### src/rtl/fp_acc_to_fp16.sv
// rtl/fp_acc_to_fp16.sv - accumulator (exponent + fixed-point) to FP16 converter
//
// Takes the MAC result as a biased exponent plus a two's-complement fixed-point
// word, normalizes it one left shift per cycle, then rounds to nearest-even and
// packs an FP16 word. Out-of-range results saturate to max finite or flush to
// zero. NaR maps to 16'h7E00.
//
// Ports:
//   clk             clock, rising edge
//   rst             asynchronous active-low reset
//   start           request, sampled only while ready is high
//   exp_in          FP16 biased exponent of fixed_point_in
//   fixed_point_in  signed accumulator value, LSB weight 2^(exp_in-15-FRAC_BITS)
//   NaR_in          input is NaR
//   ready           idle, a new start may be accepted (also high in the done cycle)
//   act_out         packed FP16 result, held until the next done
//   done            one-cycle pulse, act_out and flags valid
//   NaR_out         result is NaR
//   overflow        result saturated to max finite
//   underflow       result flushed to zero

module fp_acc_to_fp16 #(
   parameter int ACC_WIDTH = 32,
   parameter int FRAC_BITS = 10,
   parameter int ACT_WIDTH = 16
) (
   input  logic                 clk,
   input  logic                 rst,
   input  logic                 start,
   input  logic [4:0]           exp_in,
   input  logic [ACC_WIDTH-1:0] fixed_point_in,
   input  logic                 NaR_in,
   output logic                 ready,
   output logic [ACT_WIDTH-1:0] act_out,
   output logic                 done,
   output logic                 NaR_out,
   output logic                 overflow,
   output logic                 underflow
);

   localparam logic [7:0] FRAC_W = 8'(FRAC_BITS);

   typedef enum logic [1:0] {IDLE, NORM, ROUND} state_t;

   state_t                 state_q, state_d;
   logic [31:0]            mag_q, mag_d;
   logic [4:0]             lz_q, lz_d;
   logic [4:0]             exp_q, exp_d;
   logic                   sign_q, sign_d;
   logic                   nar_q, nar_d;
   logic [ACT_WIDTH-1:0]   act_q, act_d;
   logic                   done_q, done_d;
   logic                   nar_out_q, nar_out_d;
   logic                   ovf_q, ovf_d;
   logic                   unf_q, unf_d;

   logic [31:0]            mag_in;
   logic                   round_up;
   logic [10:0]            m_sum;
   logic [7:0]             e_raw;
   logic [7:0]             e_rnd;

   // 0x80000000 negates to itself, which read as unsigned is exactly 2^31.
   assign mag_in = fixed_point_in[31] ? (~fixed_point_in + 32'd1) : fixed_point_in;

   // Once normalized, mag[31] is the hidden one; mag[30:21] is the mantissa.
   assign round_up = mag_q[20] & ((|mag_q[19:0]) | mag_q[21]);
   assign m_sum    = {1'b0, mag_q[30:21]} + {10'd0, round_up};

   // 8-bit modular arithmetic read as signed covers the full exponent range.
   assign e_raw = {3'b000, exp_q} + 8'd31 - {3'b000, lz_q} - FRAC_W;
   // A mantissa carry leaves m_sum[9:0] at zero, so only the exponent bumps.
   assign e_rnd = e_raw + {7'd0, m_sum[10]};

   always_comb begin
      state_d   = state_q;
      mag_d     = mag_q;
      lz_d      = lz_q;
      exp_d     = exp_q;
      sign_d    = sign_q;
      nar_d     = nar_q;
      act_d     = act_q;
      done_d    = 1'b0;
      nar_out_d = nar_out_q;
      ovf_d     = ovf_q;
      unf_d     = unf_q;
      case (state_q)
         IDLE: begin
            if (start) begin
               exp_d  = exp_in;
               nar_d  = NaR_in;
               sign_d = fixed_point_in[31];
               mag_d  = mag_in;
               lz_d   = 5'd0;
               // Zero and NaR skip normalization entirely.
               if (NaR_in || (mag_in == 32'd0)) begin
                  state_d = ROUND;
               end else begin
                  state_d = NORM;
               end
            end
         end
         NORM: begin
            if (!mag_q[31]) begin
               mag_d = mag_q << 1;
               lz_d  = lz_q + 5'd1;
            end else begin
               state_d = ROUND;
            end
         end
         ROUND: begin
            done_d    = 1'b1;
            state_d   = IDLE;
            nar_out_d = 1'b0;
            ovf_d     = 1'b0;
            unf_d     = 1'b0;
            if (nar_q) begin
               act_d     = 16'h7E00;
               nar_out_d = 1'b1;
            end else if (mag_q == 32'd0) begin
               act_d = 16'h0000;
            end else if ($signed(e_rnd) >= 8'sd31) begin
               act_d = {sign_q, 15'h7BFF};
               ovf_d = 1'b1;
            end else if ($signed(e_rnd) <= 8'sd0) begin
               act_d = 16'h0000;
               unf_d = 1'b1;
            end else begin
               act_d = {sign_q, e_rnd[4:0], m_sum[9:0]};
            end
         end
         default: state_d = IDLE;
      endcase
   end

   always_ff @(posedge clk or negedge rst) begin
      if (!rst) begin
         state_q   <= IDLE;
         mag_q     <= '0;
         lz_q      <= '0;
         exp_q     <= '0;
         sign_q    <= 1'b0;
         nar_q     <= 1'b0;
         act_q     <= '0;
         done_q    <= 1'b0;
         nar_out_q <= 1'b0;
         ovf_q     <= 1'b0;
         unf_q     <= 1'b0;
      end else begin
         state_q   <= state_d;
         mag_q     <= mag_d;
         lz_q      <= lz_d;
         exp_q     <= exp_d;
         sign_q    <= sign_d;
         nar_q     <= nar_d;
         act_q     <= act_d;
         done_q    <= done_d;
         nar_out_q <= nar_out_d;
         ovf_q     <= ovf_d;
         unf_q     <= unf_d;
      end
   end

   assign ready     = (state_q == IDLE);
   assign act_out   = act_q;
   assign done      = done_q;
   assign NaR_out   = nar_out_q;
   assign overflow  = ovf_q;
   assign underflow = unf_q;

endmodule

### config.mk
export PLATFORM = sky130hd
export DESIGN_NAME = fp_acc_to_fp16
export DESIGN_NICKNAME = d
export VERILOG_FILES = /design/src/rtl/fp_acc_to_fp16.sv
export SDC_FILE = /design/constraint.sdc
export NUM_CORES = 1
export LEC_CHECK = 0
export CAP_MARGIN = 25
export CORE_ASPECT_RATIO = 1.5
export CORE_UTILIZATION = 45
export CTS_BUF_LIST = sky130_fd_sc_hd__clkbuf_8
export DETAILED_ROUTE_END_ITERATION = 10
export HOLD_SLACK_MARGIN = 0.15
export PLACE_DENSITY = 0.68
export SYNTH_ARGS = -nofsm -noshare
export SYNTH_HDL_FRONTEND = slang
export SYNTH_SLANG_ARGS = --single-unit
### constraint.sdc
create_clock -name clk -period 8.5 [get_ports clk]
set_clock_uncertainty 0.1 [all_clocks]
set_input_delay 1.7 -clock clk [delete_from_list [all_inputs] [get_ports clk]]
set_output_delay 1.7 -clock clk [all_outputs]
set_load 0.02 [all_outputs]
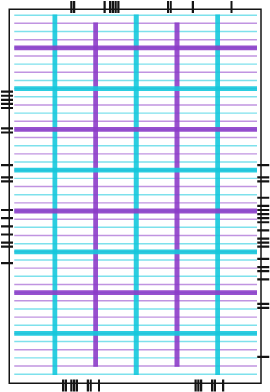
*Supply network*
Drawn at 3 px/µm. Pins as bars on the die edge.
cyan -> VSS
purple -> VDD
rows = 44
met4 straps = 5
met1 rails = 45
met5 straps = 8
signal pins = 62
core box area: 0.00969 mm²
DIE WIDTH: 83.4 µm
Die Y: 124 µm
peak supply drop: 251 µV

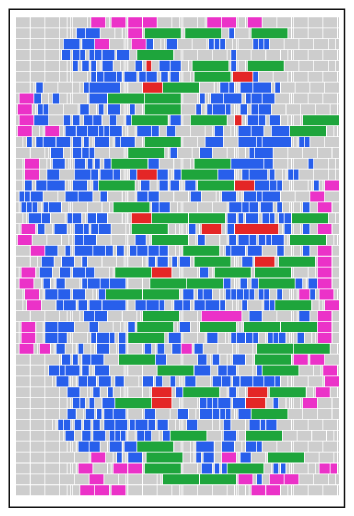
*Placed cells, one colour a class*
Drawn at 4 px/µm. Fill, decap, tap and diode cells in grey.
green -> sequential cells  # cells 66
magenta -> remaining buffers and delay cells  # cells 66
blue -> remaining logic cells  # cells 420
red -> clock drivers and dummy loads  # cells 15
sequential cell area share: 30.8%
Placement Rows: 44
post-route core utilization: 55.3%
final instance area: 0.00536 mm²

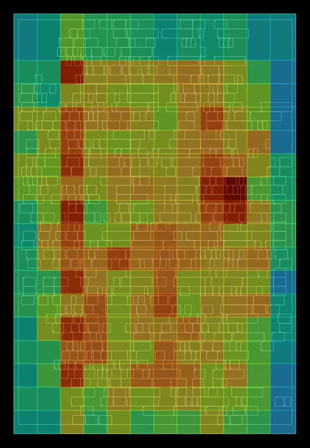
*Track usage over the die*
global-route usage over all layers: 22.4%
M1 GR Usage: 27.5%

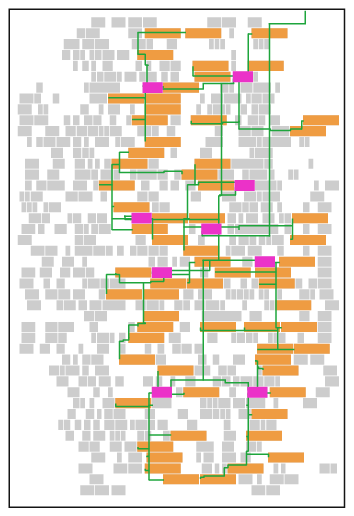
*Clock network drawn from the DEF*
Drawn at 4 px/µm.
green -> clock wires  # length 806 µm
magenta -> clock-net drivers  # count 9
orange -> flip-flops  # count 66
routed clock nets = 10

==> results.cfg <==
; flow metrics
[outcome]
status = completed

[routing]
vias_per_cell = 5.94
dr.pass1.iters = 7
routed_wl_mm = 11.0
drc = 0
ant_nets = 0
highest_layer = met4
route.met2.wl_mm = 5.65
wl_per_cell_um = 16.1
route.met3.wl_um = 521
wl_met1_mm = 4.56
routed-via-count = 4052

[die]
dieArea_mm2 = 0.0104
io_pins = 62
initial_core_util_pct = 46.2
taps = 115

[worst_setup_path]
critPathBufInv = 2
cp.required_ns = 8.68
slowest_stage = nor2b_1
crit_family = simple AND/OR/NAND/NOR gates
cp.depth = 11
worstSetupStartpoint = fixed_point_in[0]
critPathKind = in2reg
rr_startpoint = mag_q[21]
reg2reg_slack_ns = 4.64
cp.arrival_ns = 5.13
critPathCaptureType = flip-flop
crit_end = state_q[1]
rr_worst_depth = 15
cp-start-kind = primary input
r2r_end = act_out[6]

[power]
maxPowerGroup = combinational logic
p_total_w = 0.00184
power_density_mw_per_mm2 = 344
clk-power_w = 0.000267
swShare_pct = 42.2
pwr-share-clk_pct = 14.5
power_frac_seq_pct = 32.0
power_frac_comb_pct = 53.5
p_int_w = 0.00107
pg_comb_w = 0.000986

[worst_hold_path]
min_from = overflow
hold_depth = 2
min_to = overflow
holdCritPathClass = reg2reg

[final_timing]
layout_min_cycle_time_ns = 4.95
worst_slew_pin_slew_ns = 0.833
fmax_mhz = 202
hold_viol = 0
hold_ws_ns = 0.381
finalClockPeriodUsage_pct = 58.3
finalSetupViolations = 0
timing.final.max_slew_violations = 0
timing.setup.tns_ns = 0
finalWorstSetupSlack_ns = 3.55

[global_routing]
grt_pass1_vias = 3819
globalRouteMet3Util_pct = 4.51
grt_max_degree = 67
overflow = 0
grt_pass1_wl_mm = 18.6
antenna_found_initial = 0
top_usage_layer = met2
met2_usage_pct = 39.0

[layout]
seqCellArea_mm2 = 0.00165
fillers = 930
comb_area_share_pct = 49.1
n_all_buffers = 66
buf_share_pct = 12.4
diodes = 0
final_common_cell = nand2_1
instances_no_fill = 682
area_growth_pct = 19.8
clkCellAreaFrac_pct = 3.81
logic_area_mm2 = 0.00263
seq_cell_count = 66
inverters = 17
largestClassByArea = combinational gates
nNetsFinal = 615

[logic_synthesis]
fa_ha_area_share_pct = 3.47
synthTopCellsByCount = 67 x nand2_1, 66 x dfrtp_1, 50 x o21ai_0
ys_cells = 521
top_cells_by_area = dfrtp_1 37%, nand2_1 5.6%, o21ai_0 5.6%, xor2_1 5.5%, a22oi_1 4.5%
synthAoiAreaFrac_pct = 22.1
ys_warn_count = 0
synth-async-reset-ratio_pct = 100
top_area_cell = dfrtp_1
yosysTopAreaCellShare_pct = 36.9
yosys.cell_types.count = 63
most_common_cell = nand2_1
flop_cell = dfrtp_1
syn_inst = 521
avgSynthCellArea_um2 = 8.59
ys_sh_mux_pct = 2.13
logic_family = AND-OR/OR-AND gates
ys_seq_elements = 66
xor_share_pct = 9.51
ys_sh_simple_pct = 21.5
edf_count = 0
synth_area_mm2 = 0.00447

[clock_network]
clkSinkCount = 66
postCtsHoldBufs = 0
cts_resized = 0
cts_max_level = 3
cts_tree = yes
clk_pin_slew_worst_paths_ns = 0.06
post-cts-setup-buffers = 0
cts_root_buf = clkbuf_8
cts_max_path_buffers = 2

[placed_design]
dp_hpwl_mm = 8.18
place_inst = 667
detailed_place.area_mm2 = 0.00515
dpl_worst_slack_ns = 3.24
portBuffers = 61
routabilityCongestion = 0.920
No activity file was given, so power comes from the tool's default toggle rates.
